`src/rtl/uart_rx.sv`:
```
`timescale 1ns/1ps
// ----------------------------------------------------------------------------
// uart_rx
//   Serial-to-parallel UART receiver, 8N1 framing, LSB first, idle-high line.
//   The asynchronous rx pin is brought into the clk_50M domain through two
//   flops. The start bit is re-checked at mid-bit, and each data bit and the
//   stop bit are sampled one full bit period after the previous sample.
//
// Ports
//   clk_50M    in   1  system clock
//   rst        in   1  asynchronous reset, active-high
//   rx         in   1  serial input, asynchronous, idle high
//   rx_data    out  8  last correctly framed byte (bits >= PAYLOAD_BITS are 0)
//   rx_done    out  1  one-cycle pulse when rx_data has just been updated
//   frame_err  out  1  one-cycle pulse when the stop bit was sampled low
//   rx_busy    out  1  high whenever the receiver is not idle
// ----------------------------------------------------------------------------
module uart_rx #(
    parameter int unsigned CYCLES_PER_BIT = 434,
    parameter int unsigned HALF_BIT       = 217,
    parameter int unsigned PAYLOAD_BITS   = 8
) (
    input  logic       clk_50M,
    input  logic       rst,
    input  logic       rx,
    output logic [7:0] rx_data,
    output logic       rx_done,
    output logic       frame_err,
    output logic       rx_busy
);

    localparam logic [10:0] CNT_FULL = 11'(CYCLES_PER_BIT);
    localparam logic [10:0] CNT_HALF = 11'(HALF_BIT);
    localparam logic [2:0]  IDX_LAST = 3'(PAYLOAD_BITS - 1);

    typedef enum logic [1:0] {
        ST_IDLE,
        ST_START,
        ST_DATA,
        ST_STOP
    } state_t;

    state_t      state_q,   state_d;
    logic [10:0] count_q,   count_d;
    logic [2:0]  index_q,   index_d;
    logic [7:0]  shift_q,   shift_d;
    logic [7:0]  rx_data_q, rx_data_d;
    logic        done_q,    done_d;
    logic        ferr_q,    ferr_d;

    // Two-flop synchroniser; both stages reset to the idle (high) level so a
    // reset release never looks like a falling edge.
    logic rx_meta_q;
    logic rx_s_q;

    always_ff @(posedge clk_50M or posedge rst) begin
        if (rst) begin
            rx_meta_q <= 1'b1;
            rx_s_q    <= 1'b1;
        end else begin
            rx_meta_q <= rx;
            rx_s_q    <= rx_meta_q;
        end
    end

    always_ff @(posedge clk_50M or posedge rst) begin
        if (rst) begin
            state_q   <= ST_IDLE;
            count_q   <= '0;
            index_q   <= '0;
            shift_q   <= '0;
            rx_data_q <= '0;
            done_q    <= 1'b0;
            ferr_q    <= 1'b0;
        end else begin
            state_q   <= state_d;
            count_q   <= count_d;
            index_q   <= index_d;
            shift_q   <= shift_d;
            rx_data_q <= rx_data_d;
            done_q    <= done_d;
            ferr_q    <= ferr_d;
        end
    end

    always_comb begin
        state_d   = state_q;
        count_d   = count_q;
        index_d   = index_q;
        shift_d   = shift_q;
        rx_data_d = rx_data_q;
        done_d    = 1'b0;
        ferr_d    = 1'b0;

        unique case (state_q)
            ST_IDLE: begin
                count_d = '0;
                index_d = '0;
                if (!rx_s_q) begin
                    state_d = ST_START;
                end
            end

            ST_START: begin
                if (count_q == CNT_HALF) begin
                    count_d = '0;
                    if (!rx_s_q) begin
                        index_d = '0;
                        state_d = ST_DATA;
                    end else begin
                        // Glitch shorter than half a bit: silently drop it.
                        state_d = ST_IDLE;
                    end
                end else begin
                    count_d = count_q + 11'd1;
                end
            end

            ST_DATA: begin
                if (count_q == CNT_FULL) begin
                    count_d          = '0;
                    // index never exceeds IDX_LAST, so bits above the payload
                    // keep their reset value of zero.
                    shift_d[index_q] = rx_s_q;
                    if (index_q == IDX_LAST) begin
                        state_d = ST_STOP;
                    end else begin
                        index_d = index_q + 3'd1;
                    end
                end else begin
                    count_d = count_q + 11'd1;
                end
            end

            ST_STOP: begin
                if (count_q == CNT_FULL) begin
                    count_d = '0;
                    // Returning to idle at the stop-bit mid-point lets the next
                    // start edge arrive with no idle gap.
                    state_d = ST_IDLE;
                    if (rx_s_q) begin
                        rx_data_d = shift_q;
                        done_d    = 1'b1;
                    end else begin
                        ferr_d = 1'b1;
                    end
                end else begin
                    count_d = count_q + 11'd1;
                end
            end

            default: begin
                state_d = ST_IDLE;
            end
        endcase
    end

    assign rx_data   = rx_data_q;
    assign rx_done   = done_q;
    assign frame_err = ferr_q;
    assign rx_busy   = (state_q != ST_IDLE);

endmodule

```
`config.mk`:
```
export PLATFORM = sky130hd
export DESIGN_NAME = uart_rx
export DESIGN_NICKNAME = d
export VERILOG_FILES = /design/src/rtl/uart_rx.sv
export SDC_FILE = /design/constraint.sdc
export NUM_CORES = 1
export LEC_CHECK = 0
export CORE_UTILIZATION = 60
export CTS_CLUSTER_DIAMETER = 30
export DETAILED_ROUTE_END_ITERATION = 8
export HOLD_SLACK_MARGIN = 0.02
export PLACE_DENSITY = 0.83
export SLEW_MARGIN = 20
export SYNTH_ARGS = -nofsm -noshare
export SYNTH_HDL_FRONTEND = slang
export SYNTH_SLANG_ARGS = --single-unit
```
`constraint.sdc`:
```
create_clock -name clk_50M -period 4.3 [get_ports clk_50M]
set_input_delay 0.43 -clock clk_50M [delete_from_list [all_inputs] [get_ports clk_50M]]
set_output_delay 0.43 -clock clk_50M [all_outputs]
set_load 0.05 [all_outputs]
```
run_1/metal_stack.png
Drawn at 10 px/um. Only two layers are drawn.
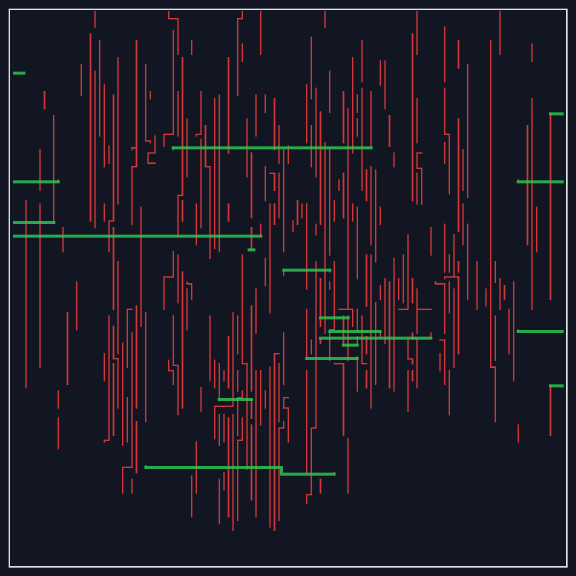
colour	layer	wire length
green	met3	118 um
red	met2	1470 um

run_1/final_congestion.png
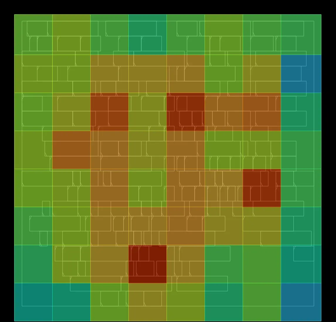
routing usage on met1: 30.56%
GR Layer Usage met2: 34.94%

==> impl_metrics.json, run 1 <==
{
  "p_int_uw": 464.0,
  "dpl_worst_slack_ps": 1846,
  "tns_ps": 0,
  "antenna_cells": 0,
  "outcome": "finished, final reports clean",
  "worst_pin_slew_ps": 516.7,
  "synth-edff-count": 0,
  "max-cap-violations": 0,
  "irDropWorstVdd_mv": 0.2963,
  "place_area_um2": 1843,
  "cp_slowest_cell": "nor4_4",
  "ff_type": "dfrtp_1",
  "hp-class": "reg2reg",
  "utilization_pct": 70.34,
  "crit_chain": "or3_1 -> nor4_4 -> and3_1 -> mux2_2",
  "finalClockPeriodUsage_pct": 57.69,
  "cp-start-kind": "register",
  "worst-path-stages": 4,
  "ys_area_um2": 1724,
  "crit_family": "simple AND/OR/NAND/NOR gates",
  "cts-root-buf": "clkbuf_4",
  "setup_violations": 0,
  "avgSynthCellArea_um2": 11.97,
  "cts_made_buffers": 5,
  "crit_type": "reg2reg",
  "fp_util_pct": 63.07,
  "drive_gt1_share_pct": 20.00,
  "ctsResizeCount": 0,
  "netlist_area_um2": 1724,
  "drv_slew": 0,
  "clock_path_buffers": 2,
  "p_per_area_nw_per_um2": 306.0,
  "antenna_left": 0,
  "insertion_delay_ps": 340,
  "ctsHoldBuffers": 0,
  "p_leak_uw": 0.0008922,
  "grt_pass1_vias": 1114,
  "worst_clock_skew_ps": 7.314,
  "critical_path.startpoint": "count_q[2]",
  "ios": 14,
  "relSlewSlack_pct": 65.30,
  "grtUsageTotal_pct": 22.57,
  "warnings": 28
}
run_1/clock_map.png
Drawn at 10 px/um.
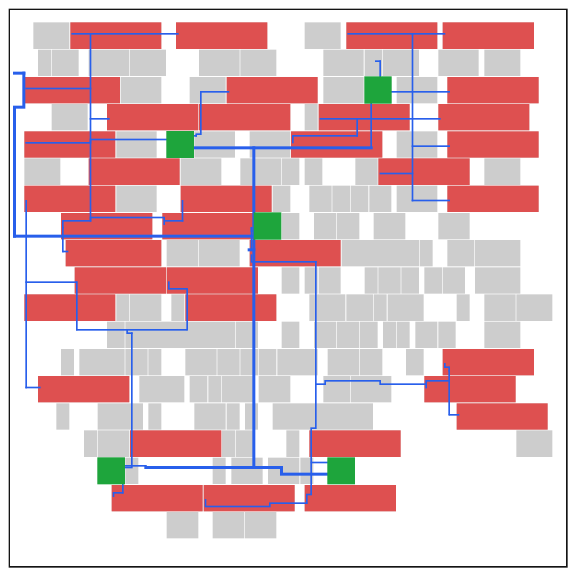
[green] cells driving clock nets | count: 5
[blue] clock wires | length: 412 um
[red] flip-flops | count: 36
routed clock nets	6

run 1: power by group through the flow:
stage	Sequential [uW]	Combinational [uW]	Clock (uW)
2_1_floorplan	347	7.05	0
3_3_place_gp	348	9.66	0
3_5_place_dp	348	9.89	0
4_1_cts	342	9.96	243
6_report	342	9.44	237
5_1_grt	342	11.3	255
run 1: path summary, 6_finish.rpt:
kind / end / slack, ps
max: rx_data[7] / 1820
min: rx_s_q / 370
max reg2reg: rx_data[7] / 1820
min reg2reg: rx_s_q / 370
max in group asynchronous: rx_s_q / 3490
min in group asynchronous: rx_data[2] / 480
run 1: routing by layer:
metal	wire [um]	part of all wire, %	GRT usage, %
met5	0	0	0
met4	49	1.6	8.571
met3	117	3.8	6.279
met2	1472	48	34.94
met1	1426	47	30.56
run 1: per-stage QoR:
step                hold WS (ps)  power (uW)
floorplan                  345.2       354.0
global placement           347.5       357.9
detailed placement         356.9       358.3
CTS                        374.0       594.7
global route               374.4       608.9
finish                     371.5       588.5
run 1: final cells by class:
| type | count | area share (%) |
|---|---|---|
| well taps | 31 | 2.017 |
| inverters | 6 | 1.171 |
| flip-flops and latches | 36 | 46.97 |
| clock buffers | 5 | 1.952 |
| repair buffers | 14 | 7.157 |
| clock inverters | 3 | 2.212 |
| multi-input cells | 96 | 38.52 |
run 1: cells in the final DEF, fill, tap and decap left out, types with 2 or more instances in the layout:
| cell | instances |
|---|---|
| dfrtp_1 | 34 |
| mux2_2 | 14 |
| nor2_1 | 13 |
| clkdlybuf4s50_1 | 13 |
| nand3_1 | 11 |
| inv_1 | 6 |
| xor2_1 | 6 |
| nand2_1 | 5 |
| ha_1 | 5 |
| clkbuf_4 | 5 |
| a21oi_1 | 3 |
| nor4_1 | 3 |
| and4_1 | 3 |
| nand4_1 | 3 |
| xnor2_1 | 3 |
| o21ai_0 | 2 |
| nor3_1 | 2 |
| a31oi_1 | 2 |
| and3_1 | 2 |
| mux2_1 | 2 |
| nor2b_1 | 2 |
| dfstp_2 | 2 |
run 1: synthesized netlist by cell type, types with 3 or more instances:
library cell / number / share of area [%]
a21oi_1: 3 / 0.87
and4_1: 3 / 1.5
buf_6: 4 / 2.6
dfrtp_1: 34 / 49
ha_1: 5 / 3.6
inv_1: 6 / 1.3
mux2_2: 14 / 9.1
nand2_1: 5 / 1.1
nand3_1: 11 / 3.2
nand4_1: 3 / 1.1
nor2_1: 13 / 2.8
nor4_1: 3 / 1.1
xnor2_1: 3 / 1.5
xor2_1: 6 / 3.0
run 1: logic make-up after synthesis:
logic type	share of synthesized area, %
AND-OR/OR-AND	5.225
XOR/XNOR	4.572
adder cells (fa/ha/maj)	3.628
buffers and inverters	4.644
flip-flops	52.39
multiplexers	10.45
AND/OR/NAND/NOR	19.09
run 1: flip-flops by register name (all words and copies together) (netlist names), named ones only:
| register | cells |
|---|---|
| rx_s_q | 1 |
| index_q | 3 |
| shift_q | 8 |
| rx_meta_q | 1 |
| frame_err | 1 |
| count_q | 11 |
| state_q | 1 |
| rx_data | 8 |
| rx_done | 1 |
run_1/pdn.png
Drawn at 8 px/um. Pins as bars on the die edge.
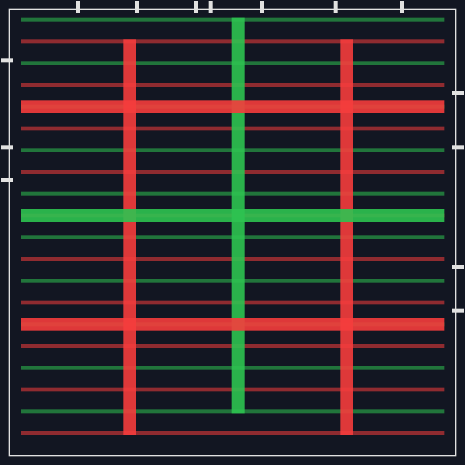

==> inputs of run 2 (changes only) <==
--- a/config.mk
+++ b/config.mk
@@ -5,11 +5,11 @@
 export SDC_FILE = /design/constraint.sdc
 export NUM_CORES = 1
 export LEC_CHECK = 0
-export CORE_UTILIZATION = 60
+export CORE_UTILIZATION = 56
 export CTS_CLUSTER_DIAMETER = 30
 export DETAILED_ROUTE_END_ITERATION = 8
 export HOLD_SLACK_MARGIN = 0.02
-export PLACE_DENSITY = 0.83
+export PLACE_DENSITY = 0.78
 export SLEW_MARGIN = 20
 export SYNTH_ARGS = -nofsm -noshare
 export SYNTH_HDL_FRONTEND = slang
==> constraint.sdc (replaced) <==
create_clock -name clk_50M -period 2.36 [get_ports clk_50M]
set_input_delay 0.236 -clock clk_50M [delete_from_list [all_inputs] [get_ports clk_50M]]
set_output_delay 0.236 -clock clk_50M [all_outputs]
set_load 0.05 [all_outputs]
run_2/pdn.png
Drawn at 8 px/um. Pins as bars on the die edge.
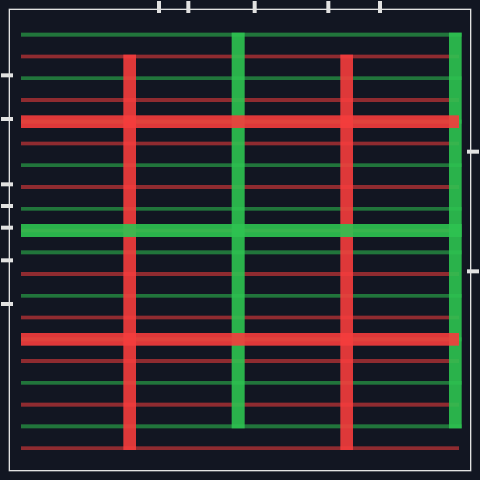
colour	net
green	VDD
red	VSS
met4 straps	4
met5 straps	3
rows	19

run_2/clock_map.png
Drawn at 10 px/um.
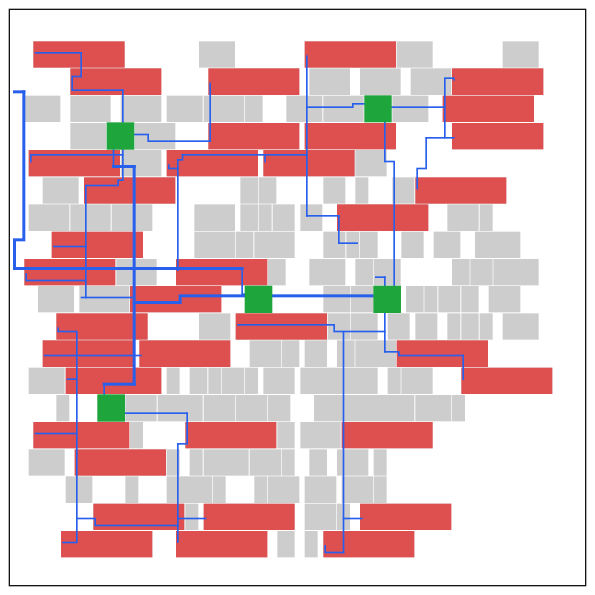
[red] flip-flops | count: 36
[blue] clock wires | length: 419 um
[green] cells driving clock nets | count: 5
flops lie	widely spread

==> impl_metrics.json, run 2 <==
{
  "ctsHoldBuffers": 0,
  "ff_type": "dfrtp_1",
  "grt_pass1_vias": 1148,
  "finalClockPeriodUsage_pct": 92.70,
  "cts-root-buf": "clkbuf_4",
  "crit_type": "reg2reg",
  "max_freq_ghz": 0.4571,
  "tns_ps": 0,
  "setup_violations": 0,
  "worst_pin_slew_ps": 500.6,
  "cp.required_ps": 2580,
  "io_buffers": 13,
  "antenna_cells": 0,
  "drtIter0Drc": 30,
  "irDropWorstVdd_mv": 0.4467,
  "dpl_worst_slack_ps": 199.4,
  "fp_util_pct": 60.95,
  "drv_slew": 0,
  "drive_gt1_share_pct": 19.88,
  "ios": 14,
  "yosysMostFrequentCell": "dfrtp_1",
  "power_frac_clock_pct": 35.1,
  "ctsResizeCount": 0,
  "utilization_pct": 67.62,
  "cts_made_buffers": 5,
  "layout_top_cell": "dfrtp_1",
  "grt_max_degree": 37,
  "power_uw": 985.7,
  "coreArea_um2": 2829,
  "numSynthFlops": 36,
  "synth-edff-count": 0,
  "relSlewSlack_pct": 66.52,
  "clock_path_buffers": 2,
  "p_leak_uw": 0.0008880,
  "crit_fanout": 9,
  "regMostFlops": "count_q",
  "most-common-layout-cells": "dfrtp_1 (34), mux2_2 (14), nor2_1 (13), clkdlybuf4s50_1 (13), nand3_1 (11)",
  "p_per_area_nw_per_um2": 515.2,
  "clock_sinks": 36,
  "grtUsageTotal_pct": 21.36,
  "yosys.area.top_type": "dfrtp_1",
  "hp-class": "in2async",
  "final-hold-violation-count": 0,
  "ys_area_um2": 1724,
  "wl_per_cell_um": 15.50,
  "synthTopCellsByCount": "dfrtp_1 (34), mux2_2 (14), nor2_1 (13), nand3_1 (11)",
  "insertion_delay_ps": 330,
  "worst_clock_skew_ps": 7.557,
  "warnings": 28,
  "max-cap-violations": 0,
  "grt_pass1_wl_um": 5278,
  "netlist_area_um2": 1724,
  "largest_reg_flops": 11,
  "outcome": "finished, final reports clean",
  "area_leaders": "dfrtp_1 (49%), mux2_2 (9.1%), ha_1 (3.6%)",
  "antenna_left": 0,
  "synthDistinctLibCells": 38,
  "avgSynthCellArea_um2": 11.97,
  "gp_congestion": 0.8010,
  "synth_seq_share_pct": 52.39,
  "p_int_uw": 770.5,
  "post-route-drc-count": 0,
  "synthDominantCellAreaShare_pct": 49.35,
  "cp-start-kind": "register"
}
run_2/density.png
Drawn at 4 px/um. The die is cut into 11 by 11 equal tiles; white is low, dark blue is high, 0 to 100% covered.
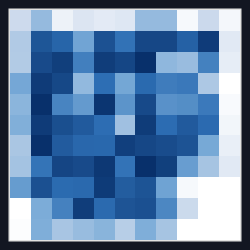
emptiest ninth of the die	lower right
mean over tiles	57%
nearly empty tiles	8.3%

==> run 2: cell counts after synthesis <==
Identical to the previous run, type by type.
==> run 2: stage by stage <==
stage | hold slack, ps | area (um^2)
floorplan | 240.5 | 1724
global placement | 348.7 | 1851
detailed placement | 351.6 | 1851
CTS | 284.1 | 1913
global route | 292.1 | 1913
finish | 292.3 | 1913
==> run 2: routing by layer <==
metal | share of wire (%) | vias to the layer above | track usage [%]
li1 | - | 544 | -
met1 | 48 | 538 | 29.76
met2 | 47 | 25 | 31.40
met3 | 3.7 | 7 | 5.215
met4 | 1.8 | 0 | 10.45
met5 | 0 | - | 0
==> run 2: worst max-delay path, stage by stage, from the launching register on <==
cell	delay, ps
dfrtp_1	430
or3_1	490
nor4_4	310
and3_1	460
mux2_2	390
==> run 2: cell type report <==
cell class                 instances  area, um^2  area share [%]
tap                               31       38.79           2.027
sequential                        36       903.4           47.22
timing repair buffer              15       145.1           7.587
multi-input combinational         96       740.7           38.72
clock inverter                     1       7.507          0.3924
inverter                           6       22.52           1.177
clock buffer                       7       55.05           2.878
==> run 2: logic make-up after synthesis <==
| logic type | synth area share, % |
|---|---|
| buffers and inverters | 4.644 |
| adder cells (fa/ha/maj) | 3.628 |
| flip-flops | 52.39 |
| AND-OR/OR-AND | 5.225 |
| multiplexers | 10.45 |
| XOR/XNOR | 4.572 |
| AND/OR/NAND/NOR | 19.09 |
==> run 2: power groups by stage <==
| stage | Sequential (uW) | Combinational [uW] | Clock, uW |
|---|---|---|---|
| 2_1_floorplan | 632 | 12.8 | 0 |
| 3_3_place_gp | 635 | 17.5 | 0 |
| 3_5_place_dp | 635 | 18.3 | 0 |
| 4_1_cts | 623 | 18.2 | 357 |
| 5_1_grt | 624 | 20.6 | 381 |
| 6_report | 623 | 17.2 | 346 |
==> run 2: path summary, 6_finish.rpt <==
kind                             from          to  slack [ps]  cells after the start
setup / recovery           count_q[2]  rx_data[4]         170                      4
max in group asynchronous         rst      rx_s_q        1740                      3
hold reg to reg             rx_meta_q      rx_s_q         360                      0
setup reg to reg           count_q[2]  rx_data[4]         170                      4
min in group clk_50M               rx   rx_meta_q         300                      1
hold / removal                    rst  count_q[3]         290                      3
run_2/final_congestion.png
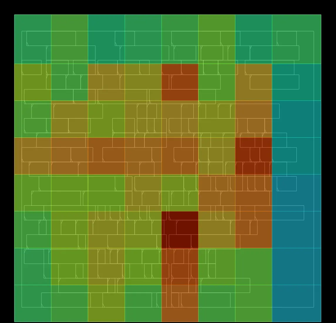

==> inputs of run 3 (changes only) <==
--- a/config.mk
+++ b/config.mk
@@ -5,11 +5,12 @@
 export SDC_FILE = /design/constraint.sdc
 export NUM_CORES = 1
 export LEC_CHECK = 0
+export CORE_ASPECT_RATIO = 0.8
 export CORE_UTILIZATION = 56
 export CTS_CLUSTER_DIAMETER = 30
 export DETAILED_ROUTE_END_ITERATION = 8
 export HOLD_SLACK_MARGIN = 0.02
-export PLACE_DENSITY = 0.78
+export PLACE_DENSITY = 0.77
 export SLEW_MARGIN = 20
 export SYNTH_ARGS = -nofsm -noshare
 export SYNTH_HDL_FRONTEND = slang
run_3/final_congestion.png
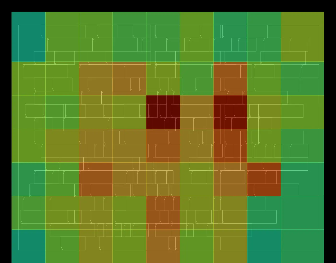
DR WL/cell: 15.17 um
final core utilization: 69.67%
M3 GR Usage: 8.114%
GR Layer Usage met2: 29.79%
GRT Total Usage: 21.87%

run_3/metal_stack.png
Drawn at 10 px/um. Only two layers are drawn.
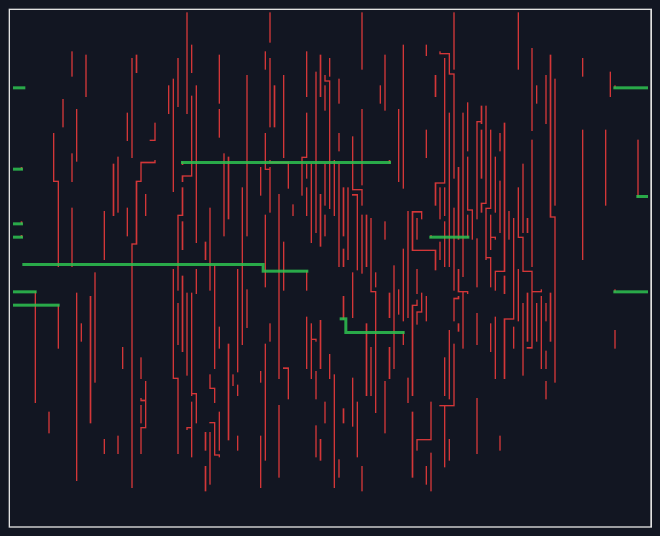
colour	layer	wire length
green	met3	77.3 um
red	met2	1360 um

run_3/pdn.png
Drawn at 8 px/um. Pins as bars on the die edge.
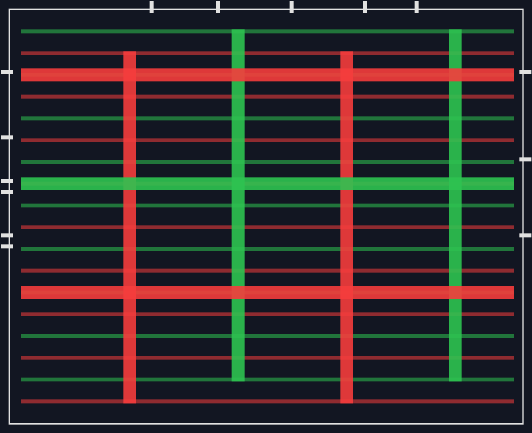
colour	net
red	VSS
green	VDD
met4 straps	4
met5 straps	3
rows	17
signal pins	14

==> impl_metrics.json, run 3 <==
{
  "synth-edff-count": 0,
  "insertion_delay_ps": 290,
  "outcome": "finished, final reports clean",
  "fp_util_pct": 60.49,
  "ys_area_um2": 1724,
  "crit_chain": "or3_1 -> nor4_4 -> and3_1 -> mux2_2",
  "clock_sinks": 36,
  "regMostFlops": "count_q",
  "tns_ps": 0,
  "gp_congestion": 0.8637,
  "antenna_left": 0,
  "grt_max_degree": 37,
  "drtIter0Drc": 106,
  "antenna_cells": 0,
  "p_leak_uw": 0.0009209,
  "final-hold-violation-count": 0,
  "synthTopCellsByCount": "dfrtp_1 (34), mux2_2 (14), nor2_1 (13), nand3_1 (11)",
  "numSynthFlops": 36,
  "ios": 14,
  "hp-class": "in2async",
  "r2r_cells": 4,
  "ff_type": "dfrtp_1",
  "ctsHoldBuffers": 0,
  "power_uw": 1227,
  "cts-root-buf": "clkbuf_8",
  "irDropWorstVdd_mv": 0.4390,
  "max-cap-violations": 0,
  "cp.required_ps": 2530,
  "synthDistinctLibCells": 38,
  "area_leaders": "dfrtp_1 (49%), mux2_2 (9.1%), ha_1 (3.6%)",
  "cp-start-kind": "register",
  "yosysMostFrequentCell": "dfrtp_1",
  "worst_pin_slew_ps": 497.0,
  "netlist_area_um2": 1724,
  "cp_slowest_cell": "or3_1",
  "grt_pass1_wl_um": 5209,
  "cts_made_buffers": 5,
  "synthDominantCellAreaShare_pct": 49.35,
  "most-common-layout-cells": "dfrtp_1 (34), mux2_2 (14), nor2_1 (13), clkdlybuf4s50_1 (13), nand3_1 (11)",
  "avgSynthCellArea_um2": 11.97,
  "worst_clock_skew_ps": 4.824,
  "drive_gt1_share_pct": 20.50,
  "critPathBufInv": 0,
  "crit_fanout": 9,
  "setup_violations": 0,
  "finalClockPeriodUsage_pct": 90.91,
  "coreArea_um2": 2850,
  "largest_reg_flops": 11,
  "r2r-start": "count_q[2]",
  "ctsResizeCount": 0,
  "synth_seq_share_pct": 52.39,
  "max_freq_ghz": 0.4661,
  "drv_slew": 0,
  "yosys.area.top_type": "dfrtp_1",
  "post-route-drc-count": 0,
  "relSlewSlack_pct": 66.76,
  "worst-path-stages": 4,
  "clock_path_buffers": 2,
  "p_per_area_nw_per_um2": 618.1,
  "dr.pass1.iters": 4,
  "slowest_delay_ps": 490
}
run 3: cell types whose count changed in the layout (fill, tap and decap cells not counted), sizes merged:
cell / change
bufinv: +1
clkinvlp: -1
run 3: cells by family after synthesis:
kind of cell	Yosys count	synth area share, %
and+or+nand+nor	53	19.09
buffers and inverters	12	4.644
xor gates and xnor gates	9	4.572
adders and majority gates	5	3.628
DFF	36	52.39
muxes	16	10.45
AOI/OAI and AO/OA	13	5.225
run 3: stage by stage:
stage	hold WS (ps)	setup slack (ps)	cell area, um^2	utilization (%)	cells
after floorplan	240.5	439.4	1724	-	144
after global placement	347.8	273.1	1859	65.23	191
after detailed placement	355.8	196.4	1859	65.23	191
after CTS	344.1	195.9	1986	69.67	199
after global routing	333.8	74.40	1986	69.67	199
final	344.5	214.6	1986	69.67	199
run 3: worst paths after layout:
kind | end | slack (ps)
hold reg to reg | rx_s_q | 360
min in group clk_50M | rx_meta_q | 360
hold / removal | rx_data[2] | 340
setup / recovery | rx_data[7] | 210
max in group asynchronous | rx_meta_q | 1680
setup reg to reg | rx_data[7] | 210
run 3: final cells by class:
cell class | instances | area, um^2 | share of cell area [%]
Sequential cell | 36 | 903.4 | 45.49
Multi-Input combinational cell | 96 | 740.7 | 37.30
Timing Repair Buffer | 15 | 145.1 | 7.309
Inverter | 6 | 22.52 | 1.134
Tap cell | 38 | 47.55 | 2.394
Clock inverter | 1 | 30.03 | 1.512
Clock buffer | 7 | 96.34 | 4.852
run 3: power by group:
group          total [uW]  internal (uW)  switching (uW)
registers             623            620            3.04
logic                17.2           4.88            12.3
clock network         587            373             214
run 3: layer usage:
layer / vias to the layer above / share of wire, % / global-route usage, %
li1: 540 / - / -
met1: 552 / 51 / 30.43
met2: 15 / 45 / 29.79
met3: 4 / 2.6 / 8.114
met4: 0 / 1.1 / 10.98
met5: - / 0 / 0
run 3: worst min-delay path: cells and delay by family:
kind	cells	cell delay [ps]
buffers and inverters	3	820
Power is estimated from default activity; no workload was simulated.
